**Run 1: close-up of the layout**

Window x 55 to 85, y 55 to 85 um. Cells in grey, sequential cells in the stronger grey; small squares are vias.
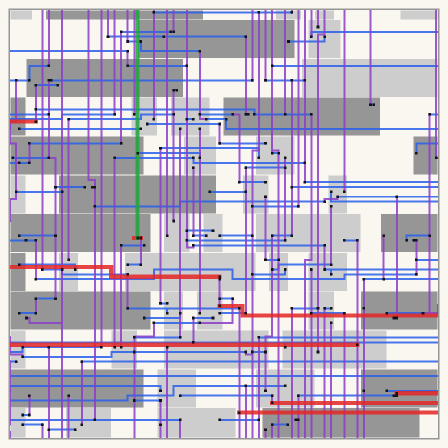
**Run 1: wire density map**

Scale: 2 px per um. The die is cut into 28 by 28 equal tiles; dark purple is low, yellow is high, scaled to the fullest tile. Values are wire area over tile area, all layers added.
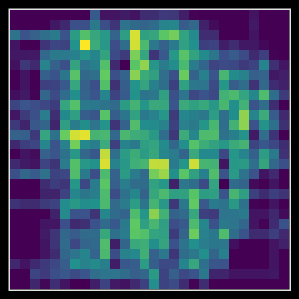
**Run 1: placed standard cells**

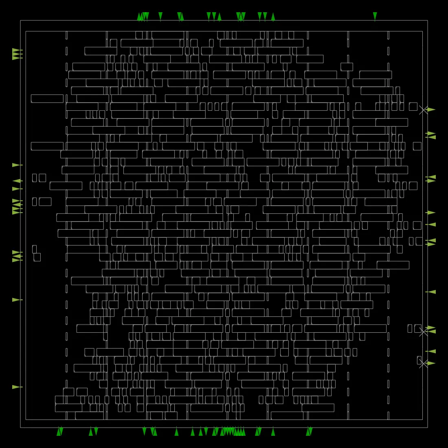
## src/rtl/sprite_ram_scheduler.sv

```systemverilog
// Sprite-sheet frame RAM port scheduler.
// Shares the single RAM port between the pixel read path (priority during
// active video) and a loader write FIFO that drains only during blanking.
// Optional feature macro: SPRITE_RAM_SCHED_OVF_EN builds the sticky overflow
// flag on ld_ovf; when undefined ld_ovf is tied low.
module sprite_ram_scheduler #(
  parameter int unsigned FIFO_DEPTH = 8,
  parameter int unsigned ADDR_W     = 16,
  parameter int unsigned DATA_W     = 4
) (
  input  logic              Clk,
  input  logic              Reset_n,
  input  logic              blank_n,
  input  logic [ADDR_W-1:0] pix_addr,
  output logic [DATA_W-1:0] pix_data,
  input  logic              ld_valid,
  input  logic [ADDR_W-1:0] ld_addr,
  input  logic [DATA_W-1:0] ld_data,
  output logic              ld_ready,
  input  logic              ld_flush,
  output logic              ld_flush_ack,
  output logic              ld_ovf,
  output logic [ADDR_W-1:0] ram_addr,
  output logic [DATA_W-1:0] ram_wdata,
  output logic              ram_we,
  input  logic [DATA_W-1:0] ram_rdata
);

  localparam int unsigned PTR_W = $clog2(FIFO_DEPTH);
  localparam int unsigned CNT_W = $clog2(FIFO_DEPTH) + 1;
  localparam logic [CNT_W-1:0] FULL_CNT = CNT_W'(FIFO_DEPTH);

  typedef enum logic [1:0] {
    StActive,
    StDrain,
    StHold
  } state_e;

  state_e state_q, state_d;

  logic [ADDR_W-1:0] addr_mem [FIFO_DEPTH];
  logic [DATA_W-1:0] data_mem [FIFO_DEPTH];

  logic [PTR_W-1:0] wr_ptr_q, wr_ptr_d;
  logic [PTR_W-1:0] rd_ptr_q, rd_ptr_d;
  logic [CNT_W-1:0] count_q, count_d;
  logic             flush_pend_q, flush_pend_d;
  logic             rd_ok_q;
  logic             push;
  logic             pop;
  logic             fifo_empty;

  // FIFO handshake, pop condition and flush acknowledge
  always_comb begin
    fifo_empty   = (count_q == '0);
    ld_ready     = (count_q < FULL_CNT);
    push         = ld_valid && ld_ready;
    pop          = !blank_n && !fifo_empty;
    ld_flush_ack = flush_pend_q && fifo_empty && !push;
    flush_pend_d = ld_flush || (flush_pend_q && !ld_flush_ack);
  end

  // FIFO pointer and occupancy next-state; pointers wrap naturally at FIFO_DEPTH
  always_comb begin
    wr_ptr_d = wr_ptr_q;
    rd_ptr_d = rd_ptr_q;
    count_d  = count_q;
    if (push) begin
      wr_ptr_d = wr_ptr_q + PTR_W'(1);
    end
    if (pop) begin
      rd_ptr_d = rd_ptr_q + PTR_W'(1);
    end
    unique case ({push, pop})
      2'b10:   count_d = count_q + CNT_W'(1);
      2'b01:   count_d = count_q - CNT_W'(1);
      default: count_d = count_q;
    endcase
  end

  // FSM next state and RAM port mux; the mux follows the live blank_n
  always_comb begin
    state_d   = StActive;
    ram_addr  = pix_addr;
    ram_wdata = '0;
    ram_we    = 1'b0;
    if (!blank_n) begin
      state_d = fifo_empty ? StHold : StDrain;
    end
    if (pop) begin
      ram_addr  = addr_mem[rd_ptr_q];
      ram_wdata = data_mem[rd_ptr_q];
      ram_we    = 1'b1;
    end
  end

  // StDrain in state_q means last cycle was a write, so read data is stale
  always_comb begin
    pix_data = (rd_ok_q && (state_q != StDrain)) ? ram_rdata : '0;
  end

  // State, pointers, count and flush bookkeeping
  always_ff @(posedge Clk or negedge Reset_n) begin
    if (!Reset_n) begin
      state_q      <= StActive;
      wr_ptr_q     <= '0;
      rd_ptr_q     <= '0;
      count_q      <= '0;
      flush_pend_q <= 1'b0;
      rd_ok_q      <= 1'b0;
    end else begin
      state_q      <= state_d;
      wr_ptr_q     <= wr_ptr_d;
      rd_ptr_q     <= rd_ptr_d;
      count_q      <= count_d;
      flush_pend_q <= flush_pend_d;
      rd_ok_q      <= 1'b1;
    end
  end

  // FIFO storage; contents are don't-care while count is zero
  always_ff @(posedge Clk) begin
    if (push) begin
      addr_mem[wr_ptr_q] <= ld_addr;
      data_mem[wr_ptr_q] <= ld_data;
    end
  end

`ifdef SPRITE_RAM_SCHED_OVF_EN
  logic ovf_q;

  // Sticky overflow: a request presented while the FIFO is full
  always_ff @(posedge Clk or negedge Reset_n) begin
    if (!Reset_n) begin
      ovf_q <= 1'b0;
    end else if (ld_valid && !ld_ready) begin
      ovf_q <= 1'b1;
    end
  end

  assign ld_ovf = ovf_q;
`else
  assign ld_ovf = 1'b0;
`endif

endmodule

```

## config.mk

```make
export PLATFORM = sky130hd
export DESIGN_NAME = sprite_ram_scheduler
export DESIGN_NICKNAME = d
export VERILOG_FILES = /design/src/rtl/sprite_ram_scheduler.sv
export SDC_FILE = /design/constraint.sdc
export NUM_CORES = 1
export LEC_CHECK = 0
export ABC_AREA = 1
export CAP_MARGIN = 25
export CELL_PAD_IN_SITES_DETAIL_PLACEMENT = 1
export CELL_PAD_IN_SITES_GLOBAL_PLACEMENT = 2
export CORE_MARGIN = 1.5
export CORE_UTILIZATION = 39
export CTS_CLUSTER_DIAMETER = 50
export CTS_CLUSTER_SIZE = 12
export DETAILED_ROUTE_END_ITERATION = 10
export DONT_BUFFER_PORTS = 1
export MAX_ROUTING_LAYER = met4
export PLACE_DENSITY = 0.77
export SLEW_MARGIN = 10
export SYNTH_ARGS = -nofsm -noshare
export SYNTH_HDL_FRONTEND = slang
export SYNTH_SLANG_ARGS = --single-unit
```

## constraint.sdc

```tcl
create_clock -name Clk -period 2.3 [get_ports Clk]
set_input_delay 0.46 -clock Clk [delete_from_list [all_inputs] [get_ports Clk]]
set_output_delay 0.46 -clock Clk [all_outputs]
set_load 0.02 [all_outputs]
```

==> results.yml, run 1 <==
# yosys + openroad results
drt:
  dr.pass1.iters: 8
  viasPerCell: 5.342
  postRouteAntennaNets: 0
  highest_layer: "met4"
  met2_length_um: 9701
  met3WireLength_um: 970
  first_iter_violations: 348
  m1WireLength_um: 7770
  drc_errors: 3
global_routing:
  grt-busiest-layer: "met2"
  grt_util_met2_pct: 32.57
  overflow: 0
  grt_pass1_wl_um: 28000
  grt_util_met1_pct: 24.22
  grt_max_degree: 47
  met3_usage_pct: 4.267
  grt_pass1_vias: 4854
  grt_antenna_before_repair: 0
clock_tree:
  holdBufCountCts: 1
  post_cts_resized: 25
  postCtsSetupBuffers: 5
  cts.sinks: 174
  cts.path.max_buffers: 2
  clock-root-buffer: "clkbuf_16"
  clk_pin_slew_ns: 0.06
  cts_made_buffers: 17
  h-tree-depth: 4
  insertion_delay_ns: 0.44
  tritoncts: "built"
timing:
  hold_violations: 0
  fin_crit_ns: 2.376
  clock_skew_ns: 0.006355
  tightest_slew_ns: 0.7089
  period_used_pct: 103.3
  rsz0062_at_grt: "true"
  whs_ns: 0.08396
  slew_viol_final: 0
  tns_ns: -0.1031
  fin_ws_ns: -0.07621
  slew_headroom_pct: 52.59
  setup_viol: 2
  max_freq_ghz: 0.4208
yosys:
  ys_sh_adder_pct: 0.6863
  synthSimpleGateAreaFrac_pct: 13.09
  fp_nets: 650
  synth.most_common_cell: "edfxtp_1"
  synthArstFlopShare_pct: 8.046
  numSynthFlops: 174
  top_area_cell: "edfxtp_1"
  synth.area.top_cells: "edfxtp_1, nor2_1, dfrtp_1, nand2_1, o21ai_1"
  netlist_instances: 601
  synth_top_area_share_pct: 65.89
  synth-edff-count: 160
  ys_cells: 601
  ys_warn_count: 0
  xor_area_share_pct: 0.6005
  netlist_area_mm2: 0.007292
  synth_cell_types: 30
  ys_chip_area_mm2: 0.007292
  synthAoiAreaFrac_pct: 9.969
  ys_seq_share_pct: 70.69
  syn_area_per_cell_um2: 12.13
  top_logic_kind: "simple AND/OR/NAND/NOR gates"
  ys_sh_mux_pct: 0
worst_setup_path:
  arrival_ns: 1.92
  path_cells: "buf_12 > clkbuf_16 > nor2_1 > nor2_1 > o21ai_1 > o211ai_1 > nand3_1 > nand2_2"
  crit_start: "rd_ptr_q[0]$_DFFE_PN0P_"
  worstSetupStartpointType: "flip-flop"
  crit_family: "simple AND/OR/NAND/NOR gates"
  r2r-end: "count_q[2]$_DFFE_PN0P_"
  required_ns: 1.84
  r2r_start: "count_q[3]$_DFFE_PN0P_"
  critPathMostFrequentCell: "nor2_1"
  ff2ff_setup_slack_ns: 0.38
  cp_num_cells: 8
  setup.worst_path.end_class: "primary output"
  endpoint: "ram_addr[13]"
  path_buffers: 2
  slowest_stage: "dfrtp_2"
  slowest_delay_ns: 0.42
cells_and_area:
  area_growth_pct: 19.63
  nNetsFinal: 685
  most-common-layout-cells: "edfxtp_1, nor2_1, o21ai_1"
  nClkBuffers: 17
  antenna_cells: 0
  sh_seq_area_pct: 59.14
  final-clk-cell-share_pct: 6.727
  buffer_area_share_pct: 7.401
  drive_gt1_share_pct: 21.11
  logic_area_mm2: 0.001934
  top_register: "addr_mem"
  logic_gate_count: 373
  largestClassByArea: "registers"
  final_cell_count_no_fill: 878
  flop_area_mm2: 0.005159
  nNonClkBuffers: 49
  largest_reg_flops: 128
  sh_comb_area_pct: 22.17
  mostFrequentLayoutCell: "edfxtp_1"
place:
  dp_hpwl_um: 10660
  numPortBuffers: 0
  gp_congestion: 0.7346
  placed_cells_incl_taps: 827
floorplanning:
  core.rowCount: 49
  die_w_um: 139.7
  die_area_mm2: 0.01953
  core_util_floorplan_pct: 40.18
  die_h_um: 139.7
  io_pins: 73
status:
  run_status: "complete, but fails checks"
  violations: "design-rule violations, negative setup slack"
power_and_ir_drop:
  p_int_mw: 7.239
  power_switching_mw: 4.337
  pwr-share-clk_pct: 24.7
  p_comb_share_pct: 40.0
  peakVddDrop_mv: 0.7477
  cellPowerDensity_mw_per_mm2: 1327
  p_seq_share_pct: 35.3
  swShare_pct: 37.46
  leakage_nw: 3.084
worst_hold_path:
  hp-start: "blank_n"
  hold_class: "in -> reg"
  worstHoldPathCells: 1
  min_to: "state_q[1]$_DFF_PN0_"
flow_run:
  max_cap_violations: 0
-- 'close-up of the layout' (at the start) --
legend:
  red:
    layer: metal 3
  purple:
    layer: metal 2
  green:
    layer: metal 4
  blue:
    layer: metal 1
netlist names of flops here include: `addr_mem` (8), `rd_ptr_q` (1)
most frequent: edfxtp_1 (8), nor2_1 (5), o21ai_1 (5)
cells with their middle in the window: 36
sequential cells in the window: 9

-- 'wire density map' (at the start) --
mean over tiles: 0.15
fullest tile: 0.47
tiles over half the peak: 24%
densest ninth of the die: centre
WL final: 18670 um
Vias: 4690
routed length per instance: 21.26 um
total track usage: 19.89%

-- 'placed standard cells' (at the start) --
core area: 0.01815 mm^2
Well Taps: 229
filler instances: 1862
FF+latch count: 174
Core Util, Final: 48.07%

[run 1: power groups by stage]
stage | Combinational (mW) | Sequential, mW | Clock [mW]
4_1_cts | 4.06 | 4.10 | 2.91
3_3_place_gp | 3.65 | 4.14 | 0
5_1_grt | 5.09 | 4.13 | 3.02
2_1_floorplan | 2.83 | 4.10 | 0
3_5_place_dp | 3.76 | 4.16 | 0
6_report | 4.63 | 4.09 | 2.85
[run 1: through the flow]
stage / power [mW] / worst slack [ns] / cell area (um^2)
after floorplan: 6.930 / 0.005128 / 7292
after global placement: 7.784 / 0.3034 / 7662
after detailed placement: 7.920 / 0.2783 / 7662
after CTS: 11.08 / -0.02089 / 8397
after global routing: 12.23 / -0.1654 / 8723
final: 11.58 / -0.07621 / 8723
--- run 2 (diff from run 1) ---
--- a/config.mk
+++ b/config.mk
@@ -6,7 +6,7 @@
 export NUM_CORES = 1
 export LEC_CHECK = 0
 export ABC_AREA = 1
-export CAP_MARGIN = 25
+export CAP_MARGIN = 10
 export CELL_PAD_IN_SITES_DETAIL_PLACEMENT = 1
 export CELL_PAD_IN_SITES_GLOBAL_PLACEMENT = 2
 export CORE_MARGIN = 1.5
==> run 2 against run 1 <==
Effect of this change:
- critical endpoint unchanged
- largest power group unchanged
- final area is the same
- worst setup slack unchanged
- the run still ends with design-rule violations, negative setup slack left
- worst hold slack unchanged
- via count unchanged
- routed wire length did not move
==> results.yml, run 2 <==
# yosys + openroad results
worst_setup_path:
  ff2ff_setup_slack_ns: 0.38
  setup.worst_path.end_class: "primary output"
  r2r_start: "count_q[3]$_DFFE_PN0P_"
  slowest_delay_ns: 0.42
  critPathMostFrequentCell: "nor2_1"
  worstSetupStartpointType: "flip-flop"
  r2r-end: "count_q[2]$_DFFE_PN0P_"
  endpoint: "ram_addr[13]"
  cp_num_cells: 8
  arrival_ns: 1.92
  required_ns: 1.84
  slowest_stage: "dfrtp_2"
  crit_start: "rd_ptr_q[0]$_DFFE_PN0P_"
  crit_family: "simple AND/OR/NAND/NOR gates"
clock_tree:
  h-tree-depth: 4
  holdBufCountCts: 1
  cts_made_buffers: 17
  clock-root-buffer: "clkbuf_16"
  post_cts_resized: 25
  postCtsSetupBuffers: 5
  cts.path.max_buffers: 2
  clk_pin_slew_ns: 0.06
  insertion_delay_ns: 0.44
  cts.sinks: 174
yosys:
  synthAoiAreaFrac_pct: 9.969
  ys_warn_count: 0
  fp_nets: 650
  synth-edff-count: 160
  top_logic_kind: "simple AND/OR/NAND/NOR gates"
  synth.area.top_cells: "edfxtp_1, nor2_1, dfrtp_1, nand2_1, o21ai_1"
  synth.most_common_cell: "edfxtp_1"
  ys_cells: 601
  synth_cell_types: 30
  synthSimpleGateAreaFrac_pct: 13.09
  ys_sh_mux_pct: 0
  top_area_cell: "edfxtp_1"
  ys_chip_area_mm2: 0.007292
  netlist_area_mm2: 0.007292
  ys_seq_share_pct: 70.69
  netlist_instances: 601
  ys_sh_adder_pct: 0.6863
  synth_top_area_share_pct: 65.89
  synthArstFlopShare_pct: 8.046
floorplanning:
  core.rowCount: 49
  die_area_mm2: 0.01953
  tap_cells: 229
  core_area_mm2: 0.01815
  die_w_um: 139.7
  die_h_um: 139.7
  io_pins: 73
  core_util_floorplan_pct: 40.18
cells_and_area:
  nNonClkBuffers: 49
  drive_gt1_share_pct: 21.11
  logic_area_mm2: 0.001934
  fill_cells: 1862
  largestClassByArea: "registers"
  buffer_area_share_pct: 7.401
  area_growth_pct: 19.63
  nClkBuffers: 17
  nNetsFinal: 685
  flops: 174
  top_register: "addr_mem"
  sh_seq_area_pct: 59.14
  antenna_cells: 0
  logic_gate_count: 373
  sh_comb_area_pct: 22.17
  mostFrequentLayoutCell: "edfxtp_1"
drt:
  wl_per_cell_um: 21.26
  postRouteAntennaNets: 0
  viasPerCell: 5.342
  routed-via-count: 4690
  dr.pass1.iters: 8
  drc_errors: 3
  met3WireLength_um: 970
  highest_layer: "met4"
  wl_um: 18670
  first_iter_violations: 348
flow_run:
  max_cap_violations: 0
worst_hold_path:
  hp-start: "blank_n"
  worstHoldPathCells: 1
  hold_class: "in -> reg"
power_and_ir_drop:
  p_seq_share_pct: 35.3
  p_comb_share_pct: 40.0
  p_int_mw: 7.239
  maxPowerGroup: "combinational cells"
  power_switching_mw: 4.337
  cellPowerDensity_mw_per_mm2: 1327
  swShare_pct: 37.46
  pwr-share-clk_pct: 24.7
  pg_comb_mw: 4.63
  peakVddDrop_mv: 0.7477
  power_mw: 11.58
  p_seq_mw: 4.09
  p_clk_mw: 2.85
place:
  dp_hpwl_um: 10660
  placed_cells_incl_taps: 827
  pre_cts_slack_ns: 0.2783
  numPortBuffers: 0
  gp_congestion: 0.7346
global_routing:
  grt_antenna_before_repair: 0
  grt_max_degree: 47
  grt_usage_pct: 19.89
  grt_pass1_vias: 4854
  grt_pass1_wl_um: 28000
  overflow: 0
timing:
  fin_ws_ns: -0.07621
  fin_crit_ns: 2.376
  tightest_slew_ns: 0.7089
  clock_skew_ns: 0.006355
  slew_viol_final: 0
  max_freq_ghz: 0.4208
  hold_violations: 0
  period_used_pct: 103.3
  whs_ns: 0.08396
  setup_viol: 2
  rsz0062_at_grt: "true"
status:
  run_status: "complete, but fails checks"
  violations: "design-rule violations, negative setup slack"
==> run 2: cell counts after synthesis <==
No cell type changed its count.
==> run 2: stage by stage <==
stage / TNS (ns) / instance area (um^2) / util (%)
detailed placement: 0 / 7662 / 42.22
global placement: 0 / 7662 / 42.22
floorplan: 0 / 7292 / -
global route: -1.147 / 8723 / 48.07
finish: -0.1031 / 8723 / 48.07
CTS: -0.1268 / 8397 / 46.27
==> run 2: metal layers <==
| layer | track usage [%] | up-vias |
|---|---|---|
| met2 | 32.57 | 97 |
| met5 | - | - |
| li1 | - | 2190 |
| met3 | 4.267 | 17 |
| met1 | 24.22 | 2386 |
| met4 | 7.701 | 0 |
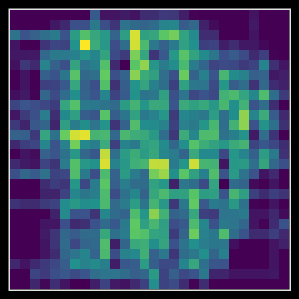
**Above:** run 2 (wire density map).
Scale: 2 px per um. The die is cut into 28 by 28 equal tiles; dark purple is low, yellow is high, scaled to the fullest tile. Values are wire area over tile area, all layers added.
fullest tile: 0.47
mean over tiles: 0.15
tiles over half the peak: 24%
densest ninth of the die: centre

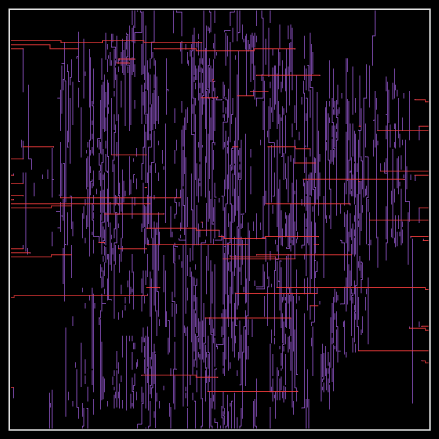
**Above:** run 2 (routed metal, one colour a layer).
Scale: 3 px per um. Two of the layers only.
legend:
  red:
    layer: metal 3
    wire_length: 971 um
  purple:
    layer: metal 2
    wire_length: 9700 um

--- run 3 (diff from run 2) ---
--- a/config.mk
+++ b/config.mk
@@ -11,7 +11,7 @@
 export CELL_PAD_IN_SITES_GLOBAL_PLACEMENT = 2
 export CORE_MARGIN = 1.5
 export CORE_UTILIZATION = 39
-export CTS_CLUSTER_DIAMETER = 50
+export CTS_CLUSTER_DIAMETER = 80
 export CTS_CLUSTER_SIZE = 12
 export DETAILED_ROUTE_END_ITERATION = 10
 export DONT_BUFFER_PORTS = 1
==> run 3 against run 2 <==
Effect of this change:
- the flow still finishes with violations (design-rule violations, negative setup slack)
- critical endpoint unchanged
- via count is the same
- sequential cell count is the same
- clock power is essentially flat
- worst setup slack is the same
- final area is the same
- largest power group unchanged
- final cell count is the same
- total power is the same
- critical path type unchanged
- core utilization is the same
- highest routed layer unchanged
==> results.yml, run 3 <==
# yosys + openroad results
yosys:
  synth.area.top_cells: "edfxtp_1, nor2_1, dfrtp_1, nand2_1, o21ai_1"
  ys_seq_share_pct: 70.69
  synth_cell_types: 30
  synth-edff-count: 160
  ys_cells: 601
  ys_warn_count: 0
  netlist_instances: 601
  netlist_area_mm2: 0.007292
  ys_chip_area_mm2: 0.007292
  top_area_cell: "edfxtp_1"
worst_setup_path:
  r2r-end: "count_q[2]$_DFFE_PN0P_"
  arrival_ns: 1.92
  ff2ff_setup_slack_ns: 0.38
  critPathMostFrequentCell: "nor2_1"
  slowest_delay_ns: 0.42
  crit_start: "rd_ptr_q[0]$_DFFE_PN0P_"
  setup.worst_path.end_class: "primary output"
  endpoint: "ram_addr[13]"
  required_ns: 1.84
status:
  violations: "design-rule violations, negative setup slack"
  run_status: "complete, but fails checks"
floorplanning:
  die_h_um: 139.7
  die_area_mm2: 0.01953
  core.rowCount: 49
  die_w_um: 139.7
  io_pins: 73
place:
  placed_cells_incl_taps: 827
  pre_cts_slack_ns: 0.2783
  place_area_mm2: 0.007662
  dp_hpwl_um: 10660
power_and_ir_drop:
  power_mw: 11.58
  pg_comb_mw: 4.63
  p_int_mw: 7.239
  pwr-share-clk_pct: 24.7
  peakVddDrop_mv: 0.7477
  p_comb_share_pct: 40.0
  cellPowerDensity_mw_per_mm2: 1327
  p_clk_mw: 2.85
  p_seq_share_pct: 35.3
  maxPowerGroup: "combinational cells"
  p_seq_mw: 4.09
  swShare_pct: 37.46
  power_switching_mw: 4.337
worst_hold_path:
  worstHoldPathCells: 1
  hp-start: "blank_n"
clock_tree:
  postCtsSetupBuffers: 5
  cts_made_buffers: 17
  h-tree-depth: 4
  post_cts_resized: 25
  clk_pin_slew_ns: 0.06
cells_and_area:
  top_register: "addr_mem"
  drive_gt1_share_pct: 21.11
  area_growth_pct: 19.63
  fill_cells: 1862
  fin_area_mm2: 0.008723
  utilization_pct: 48.07
  antenna_cells: 0
timing:
  fin_crit_ns: 2.376
  tns_ns: -0.1031
  slew_viol_final: 0
  setup_viol: 2
  clock_skew_ns: 0.006355
  period_used_pct: 103.3
  fin_ws_ns: -0.07621
  max_freq_ghz: 0.4208
  tightest_slew_ns: 0.7089
  whs_ns: 0.08396
drt:
  wl_um: 18670
  first_iter_violations: 348
  routed-via-count: 4690
  drc_errors: 3
  highest_layer: "met4"
  met3WireLength_um: 970
  dr.pass1.iters: 8
global_routing:
  grt-busiest-layer: "met2"
  grt_pass1_vias: 4854
  grt_util_met1_pct: 24.22
  met3_usage_pct: 4.267
  grt_antenna_before_repair: 0
  grt_usage_pct: 19.89
  grt_pass1_wl_um: 28000
run 3: cell counts in the layout (fill, tap and decap cells not counted):
No cell type changed its count.
run 3: kinds of logic after synthesis:
family	share of synthesized area (%)
AOI/OAI and AO/OA	9.969
xor gates and xnor gates	0.6005
adders and majority gates	0.6864
buffers and inverters	4.856
DFF	70.69
other	0.1030
and+or+nand+nor	13.09
run 3: area by class of cell:
cell class	count	area, um^2	share of cell area, %
inverters	20	95.09	1.090
flip-flops and latches	174	5159	59.14
well taps	229	286.5	3.285
repair inverters	1	16.27	0.1865
repair buffers	49	645.6	7.401
clock buffers	17	425.4	4.877
multi-input cells	373	1934	22.17
clock inverters	15	161.4	1.850
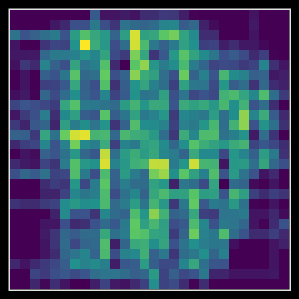
**Above:** run 3 (wire density map).
Scale: 2 px per um. The die is cut into 28 by 28 equal tiles; dark purple is low, yellow is high, scaled to the fullest tile. Values are wire area over tile area, all layers added.
densest ninth of the die: centre
fullest tile: 0.47
mean over tiles: 0.15

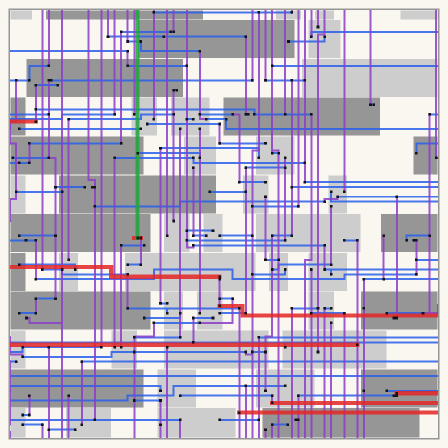
**Above:** run 3 (close-up of the layout).
Window x 55 to 85, y 55 to 85 um. Cells in grey, sequential cells in the stronger grey; small squares are vias.
legend:
  blue:
    layer: metal 1
  green:
    layer: metal 4
  red:
    layer: metal 3
  purple:
    layer: metal 2
cells with their middle in the window: 36
netlist names of flops here include: `addr_mem` (8), `rd_ptr_q` (1)
sequential cells in the window: 9
most frequent: edfxtp_1 (8), nor2_1 (5), o21ai_1 (5)

Power and IR drop assume default switching activity.
